===== config.mk =====
export PLATFORM = sky130hd
export DESIGN_NAME = hilo_seq_flat
export DESIGN_NICKNAME = d
export VERILOG_FILES = /design/src/rtl/hilo_seq_if.sv /design/src/rtl/hilo_seq.sv /design/src/flat_wrapper.sv
export SDC_FILE = /design/constraint.sdc
export NUM_CORES = 2
export LEC_CHECK = 0
export ABC_CLOCK_PERIOD_IN_PS = 16300
export CAP_MARGIN = 20
export CORE_ASPECT_RATIO = 1.25
export CORE_MARGIN = 2
export CORE_UTILIZATION = 65
export DETAILED_ROUTE_END_ITERATION = 6
export HOLD_SLACK_MARGIN = 0.05
export PLACE_DENSITY_LB_ADDON = 0.25
export SYNTH_ARGS = -nofsm -noshare
export SYNTH_HDL_FRONTEND = slang
export SYNTH_SLANG_ARGS = --single-unit

===== constraint.sdc =====
create_clock -name clk -period 16.3 [get_ports clk]
set_input_delay 4.89 -clock clk [delete_from_list [all_inputs] [get_ports clk]]
set_output_delay 4.89 -clock clk [all_outputs]
set_load 0.005 [all_outputs]

===== src/rtl/hilo_seq_if.sv =====
// Request/response bundle between the issuing pipe and the HI/LO sequencer.
// The pipe is the master; the sequencer is the slave and owns busy/done/hi/lo.
interface hilo_seq_if;
    logic        req_valid;
    logic [3:0]  req_op;
    logic [31:0] src_a;
    logic [31:0] src_b;
    logic        flush;
    logic        busy;
    logic        done;
    logic [31:0] hi;
    logic [31:0] lo;

    modport master (
        output req_valid, req_op, src_a, src_b, flush,
        input  busy, done, hi, lo
    );

    modport slave (
        input  req_valid, req_op, src_a, src_b, flush,
        output busy, done, hi, lo
    );
endinterface


===== src/rtl/hilo_seq.sv =====
// Multi-cycle HI/LO sequencer: counted-latency multiply/accumulate, 32-step
// restoring divide with sign fixup, MTHI/MTLO, and the architectural HI/LO.
module hilo_seq #(
    parameter int MUL_CYCLES = 3
) (
    input  logic      clk,
    input  logic      rst,
    hilo_seq_if.slave bus
);

    typedef enum logic [1:0] {
        S_IDLE = 2'd0,
        S_MUL  = 2'd1,
        S_DIV  = 2'd2,
        S_FIX  = 2'd3
    } state_t;

    localparam logic [4:0] MUL_INIT = 5'(MUL_CYCLES - 1);

    state_t      r_state, w_state_nx;
    logic [2:0]  r_op, w_op_nx;
    logic [31:0] r_a, w_a_nx;
    logic [31:0] r_b, w_b_nx;
    logic [4:0]  r_cnt, w_cnt_nx;
    logic [31:0] r_rem, w_rem_nx;
    logic [31:0] r_quot, w_quot_nx;
    logic [31:0] r_hi, w_hi_nx;
    logic [31:0] r_lo, w_lo_nx;
    logic        r_busy, w_busy_nx;
    logic        r_done, w_done_nx;

    logic               w_signed;
    logic signed [32:0] w_a_ext;
    logic signed [32:0] w_b_ext;
    logic        [63:0] w_prod;
    logic        [63:0] w_acc;
    logic        [63:0] w_mul_res;
    logic        [31:0] w_dvs;
    logic        [32:0] w_rem_sh;
    logic               w_ge;
    logic        [31:0] w_sub;
    logic        [31:0] w_q_fix;
    logic        [31:0] w_r_fix;

    // Two's-complement negate when neg is set.
    function automatic logic [31:0] f_cneg(input logic [31:0] v, input logic neg);
        return neg ? (32'd0 - v) : v;
    endfunction

    // Magnitude of a 32-bit operand; unsigned operands pass through untouched.
    function automatic logic [31:0] f_mag(input logic [31:0] v, input logic is_signed);
        return f_cneg(v, is_signed & v[31]);
    endfunction

    // Opcode bit 0 set means the unsigned variant for ops 0..7.
    assign w_signed = ~r_op[0];
    assign w_a_ext  = {w_signed & r_a[31], r_a};
    assign w_b_ext  = {w_signed & r_b[31], r_b};
    assign w_prod   = 64'(w_a_ext) * 64'(w_b_ext);
    assign w_acc    = {r_hi, r_lo};

    // Select the 64-bit multiply-class result from the accumulate mode.
    always_comb begin
        case (r_op[2:1])
            2'b10:   w_mul_res = w_acc + w_prod;
            2'b11:   w_mul_res = w_acc - w_prod;
            default: w_mul_res = w_prod;
        endcase
    end

    // The dividend magnitude shifts out of r_quot MSB-first while quotient bits shift in.
    assign w_dvs    = f_mag(r_b, w_signed);
    assign w_rem_sh = {r_rem, r_quot[31]};
    assign w_ge     = (w_rem_sh >= {1'b0, w_dvs});
    assign w_sub    = w_rem_sh[31:0] - w_dvs;
    assign w_q_fix  = f_cneg(r_quot, w_signed & (r_a[31] ^ r_b[31]));
    assign w_r_fix  = f_cneg(r_rem, w_signed & r_a[31]);

    // Next-state and next-register logic; flush overrides every state.
    always_comb begin
        w_state_nx = r_state;
        w_op_nx    = r_op;
        w_a_nx     = r_a;
        w_b_nx     = r_b;
        w_cnt_nx   = r_cnt;
        w_rem_nx   = r_rem;
        w_quot_nx  = r_quot;
        w_hi_nx    = r_hi;
        w_lo_nx    = r_lo;
        w_busy_nx  = r_busy;
        w_done_nx  = 1'b0;
        if (bus.flush) begin
            w_state_nx = S_IDLE;
            w_busy_nx  = 1'b0;
        end else begin
            case (r_state)
                S_IDLE: begin
                    w_busy_nx = 1'b0;
                    if (bus.req_valid) begin
                        case (bus.req_op)
                            4'd0, 4'd1, 4'd4, 4'd5, 4'd6, 4'd7: begin
                                w_op_nx    = bus.req_op[2:0];
                                w_a_nx     = bus.src_a;
                                w_b_nx     = bus.src_b;
                                w_cnt_nx   = MUL_INIT;
                                w_state_nx = S_MUL;
                                w_busy_nx  = 1'b1;
                            end
                            4'd2, 4'd3: begin
                                w_op_nx    = bus.req_op[2:0];
                                w_a_nx     = bus.src_a;
                                w_b_nx     = bus.src_b;
                                w_cnt_nx   = 5'd0;
                                w_rem_nx   = 32'd0;
                                w_quot_nx  = f_mag(bus.src_a, ~bus.req_op[0]);
                                w_state_nx = S_DIV;
                                w_busy_nx  = 1'b1;
                            end
                            4'd8: begin
                                w_hi_nx   = bus.src_a;
                                w_done_nx = 1'b1;
                            end
                            4'd9: begin
                                w_lo_nx   = bus.src_a;
                                w_done_nx = 1'b1;
                            end
                            default: begin
                                w_state_nx = S_IDLE;
                            end
                        endcase
                    end else begin
                        w_state_nx = S_IDLE;
                    end
                end
                S_MUL: begin
                    if (r_cnt == 5'd0) begin
                        w_hi_nx    = w_mul_res[63:32];
                        w_lo_nx    = w_mul_res[31:0];
                        w_done_nx  = 1'b1;
                        w_busy_nx  = 1'b0;
                        w_state_nx = S_IDLE;
                    end else begin
                        w_cnt_nx = r_cnt - 5'd1;
                    end
                end
                S_DIV: begin
                    w_rem_nx  = w_ge ? w_sub : w_rem_sh[31:0];
                    w_quot_nx = {r_quot[30:0], w_ge};
                    w_cnt_nx  = r_cnt + 5'd1;
                    if (r_cnt == 5'd31) begin
                        w_state_nx = S_FIX;
                    end else begin
                        w_state_nx = S_DIV;
                    end
                end
                S_FIX: begin
                    // A zero divisor completes on time but leaves HI/LO alone.
                    if (r_b != 32'd0) begin
                        w_hi_nx = w_r_fix;
                        w_lo_nx = w_q_fix;
                    end else begin
                        w_hi_nx = r_hi;
                        w_lo_nx = r_lo;
                    end
                    w_done_nx  = 1'b1;
                    w_busy_nx  = 1'b0;
                    w_state_nx = S_IDLE;
                end
                default: begin
                    w_state_nx = S_IDLE;
                    w_busy_nx  = 1'b0;
                end
            endcase
        end
    end

    // State and datapath registers with synchronous reset.
    always_ff @(posedge clk) begin
        if (rst) begin
            r_state <= S_IDLE;
            r_op    <= 3'd0;
            r_a     <= 32'd0;
            r_b     <= 32'd0;
            r_cnt   <= 5'd0;
            r_rem   <= 32'd0;
            r_quot  <= 32'd0;
            r_hi    <= 32'd0;
            r_lo    <= 32'd0;
            r_busy  <= 1'b0;
            r_done  <= 1'b0;
        end else begin
            r_state <= w_state_nx;
            r_op    <= w_op_nx;
            r_a     <= w_a_nx;
            r_b     <= w_b_nx;
            r_cnt   <= w_cnt_nx;
            r_rem   <= w_rem_nx;
            r_quot  <= w_quot_nx;
            r_hi    <= w_hi_nx;
            r_lo    <= w_lo_nx;
            r_busy  <= w_busy_nx;
            r_done  <= w_done_nx;
        end
    end

    assign bus.busy = r_busy;
    assign bus.done = r_done;
    assign bus.hi   = r_hi;
    assign bus.lo   = r_lo;

endmodule


===== src/flat_wrapper.sv =====
// flat-port wrapper written by rule: the top's interface ports become plain ports
module hilo_seq_flat 
#(
    parameter int MUL_CYCLES = 3
)
  (clk, rst, bus_req_valid, bus_req_op, bus_src_a, bus_src_b, bus_flush, bus_busy, bus_done, bus_hi, bus_lo);
  hilo_seq_if bus_i ();
  input  logic clk;
  input  logic rst;
  input wire logic [$bits(bus_i.req_valid)-1:0] bus_req_valid;
  input wire logic [$bits(bus_i.req_op)-1:0] bus_req_op;
  input wire logic [$bits(bus_i.src_a)-1:0] bus_src_a;
  input wire logic [$bits(bus_i.src_b)-1:0] bus_src_b;
  input wire logic [$bits(bus_i.flush)-1:0] bus_flush;
  output wire logic [$bits(bus_i.busy)-1:0] bus_busy;
  output wire logic [$bits(bus_i.done)-1:0] bus_done;
  output wire logic [$bits(bus_i.hi)-1:0] bus_hi;
  output wire logic [$bits(bus_i.lo)-1:0] bus_lo;
  assign bus_i.req_valid = bus_req_valid;
  assign bus_i.req_op = bus_req_op;
  assign bus_i.src_a = bus_src_a;
  assign bus_i.src_b = bus_src_b;
  assign bus_i.flush = bus_flush;
  assign bus_busy = bus_i.busy;
  assign bus_done = bus_i.done;
  assign bus_hi = bus_i.hi;
  assign bus_lo = bus_i.lo;
  hilo_seq #(.MUL_CYCLES(MUL_CYCLES)) u_core (.clk(clk), .rst(rst), .bus(bus_i));
endmodule

==> metrics.yaml <==
outcome: "finished, violations left"
violations: "design-rule violations"
final-setup-viol-count: 0
max_freq_ghz: 0.07148
cp_common_cell: "fa_1"
hold_depth: 2
hold_path_end: "u_core.r_a[16]"
area_leaders: "fa_1 40%, inv_1 7.7%, nand2_1 7.6%"
cts_hold_buf: 0
dieArea_sq_um: 89400
reg2reg_to: "u_core.bus.hi[29]"
cp-end-kind: "flip-flop"
cts_setup_buffers: 0
place_worst_setup_slack_ns: 2.811
startpoint_type: "flip-flop"
fp_nets: 8335
fin_ws_ns: 2.310
synth_seq_share_pct: 7.221
layout_top_cells: "1154 x inv_1, 1150 x nand2_1, 1128 x fa_1, 392 x and2_1, 339 x a21oi_1"
clkSlewWorstSetupHoldPaths_ns: 0.06
edf_count: 0
slew_headroom_pct: 23.33
final.setup.tns_ns: 0
synth_flops: 204
finalClockPeriodUsage_pct: 85.83
timing.critical_path.required_ns: 16.73
drc_errors: 10
p_leak_nw: 27.24
reg2reg_setup_slack_ns: 2.31
fin_util_pct: 69.42
antenna_found_initial: 2
die_w_microns: 267.8
cts_tree: "built"
finalPower_mw: 2.349
finalHoldViolations: 0
critPathKind: "flip-flop to flip-flop"
initCoreUtil_pct: 65.85
finalMaxSlewViolations: 0
synth-main-ff-cell: "dfxtp_1"
cp_num_buf_inv: 7
vdd_ir_drop_max_v: 0.00007904
drive_above_1_share_pct: 3.109
detail-route-antenna-nets: 0
grt_max_degree: 82
synth_chip_area_sq_um: 56560
clock_skew_ns: 0.03649
wirelength_microns: 179300
syn-instance-count: 6814
ys_types: 88
drt_iter0_markers: 3958
viasPerCell: 6.128
rsz0062_at_grt: "no"
numPortBuffers: 137
r2r_cells: 40
whs_ns: 0.4538
core_sq_um: 85880
drv_cap: 0
fp.dieH_microns: 333.8
tool_warnings: 30
synthArstFlopShare_pct: 0
crit_fanout: 40
place.gp.congestion: 1.033
area_growth_pct: 5.416
row_count: 120
critPathTopFamily: "adder cells"
ys_cells: 6814
hp-class: "flip-flop to flip-flop"
grt_pass1_wl_microns: 280600
mostFrequentLayoutCell: "inv_1"
tightest_slew_ns: 1.150
h-tree-depth: 1
worst_ep_arrival_time_ns: 14.42
pin_count: 138
p_per_area_nw_per_um2: 39.39
cts-buffers-inserted: 28
track_usage_pct: 40.89
yosys.area.top_type_share_pct: 39.93
via_count: 48110
fin_crit_ns: 13.99
synth.avg_cell_area_sq_um: 8.300
syn_area_sq_um: 56560
## worst max-delay path by stage
stage                         from                 to  slack (ns)  depth (start not counted)
finish              u_core.r_a[31]  u_core.bus.hi[29]        2.31                         40
global route        u_core.r_a[31]  u_core.bus.hi[31]        1.67                         40
CTS                 u_core.r_a[31]  u_core.bus.hi[29]        2.75                         40
detailed placement  u_core.r_a[31]  u_core.bus.hi[29]        2.81                         40
global placement    u_core.r_a[31]  u_core.bus.hi[31]        2.90                         40
floorplan           u_core.r_a[31]  u_core.bus.hi[31]        4.98                         42
## metal layers
layer / track usage, % / vias up / part of all wire, %
met3: 6.045 / 796 / 7.6
li1: - / 20870 / -
met4: 29.72 / 0 / 8.8
met1: 46.56 / 24060 / 34
met5: 0 / - / 0
met2: 69.93 / 2383 / 49
## per-stage QoR
step / area [sq um] / std cells
floorplan: 56560 / 6814
global placement: 58560 / 7796
detailed placement: 58560 / 7796
CTS: 59590 / 7848
global route: 59620 / 7849
finish: 59620 / 7850
## flip-flops by register name (all words and copies together) (netlist names)
| name | flops |
|---|---|
| u_core.bus.hi | 32 |
| u_core.bus.lo | 32 |
| u_core.r_a | 32 |
| u_core.r_b | 32 |
| u_core.r_quot | 32 |
| u_core.r_rem | 32 |
| u_core.r_cnt | 5 |
| u_core.r_op | 3 |
| u_core.r_state | 2 |
| u_core.bus.busy | 1 |
| u_core.bus.done | 1 |
## synth_stat cells, types with 18 or more instances
cell      instances
dfxtp_1         204
a31oi_1          38
nor2_1          295
mux2i_1          34
o21ai_1          20
o211ai_1         18
and3_1           34
buf_1            38
nor3_1           96
o21a_1           20
buf_2            23
xnor2_1         209
inv_1          1154
o21ai_0         204
fa_1           1128
ha_1            321
a221oi_1         25
xor2_1          124
nand2_1        1150
and2_1          392
a21o_1          101
a311oi_1         19
nor2b_1          29
a21oi_1         341
o31ai_1          22
nand3_1          51
nand4_1          29
clkbuf_1        340
a211oi_1         32
a221o_1          32
nand2b_1         54
## final cells by class
class                           count  area [sq um]  share of cell area (%)
Timing Repair Buffer              228          2073                   3.477
Clock buffer                       34         763.2                   1.280
Sequential cell                   204          4090                   6.860
Clock inverter                     18         271.5                  0.4554
Inverter                         1154          4332                   7.265
Antenna cell                        1         2.502                0.004197
Tap cell                         1159          1450                   2.432
Multi-Input combinational cell   5052         46640                   78.22
## tightest hold or removal path, cell delays in order, from the launching register on
cell     delay [ns]
dfxtp_1        0.31
nand2_1        0.05
a21oi_1        0.05
## power by group
group / internal (mW) / total (mW) / switching [mW] / leakage (nW)
clock network: 0.430 / 0.709 / 0.279 / 0.505
registers: 0.512 / 0.539 / 0.0270 / 1.65
logic: 0.410 / 1.10 / 0.691 / 25.1
## cells by family after synthesis
family                   Yosys count  share of synthesized area (%)
multiplexers                      44                         0.8009
buffers and inverters           1558                          10.42
XOR/XNOR                         334                          5.197
flip-flops                       204                          7.221
AND-OR/OR-AND                    996                          11.16
AND/OR/NAND/NOR                 2229                          18.17
adder cells (fa/ha/maj)         1449                          47.03
Fig. 1: cell classes on the final placement
(1.5 px per micron)
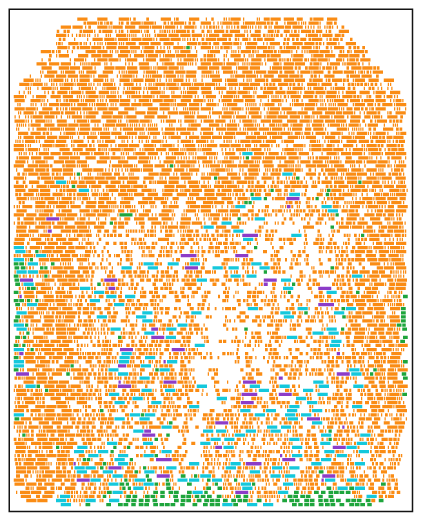
Green shows remaining buffers and delay cells, cells 228, share of their area 3.6%. Orange shows remaining logic cells, cells 6206, share of their area 88%. Purple shows clock drivers and dummy loads, cells 52, share of their area 1.8%. Cyan shows registers, cells 204, share of their area 7.0%.

Fig. 2: wiring heat map
(1 px per micron) 27 x 33 tiles, from dark purple (low) to yellow (high), scaled to the fullest tile. Values are wire area over tile area, all layers added.
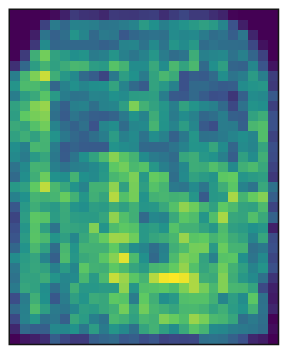
The densest ninth of the die: bottom center. The fullest tile reaches 0.71. 3.0% of the tiles are nearly empty. The mean over all tiles is 0.35. The emptiest ninth of the die: upper right. 50% of the tiles are over half the peak.

No activity file was given, so power comes from the tool's default toggle rates.
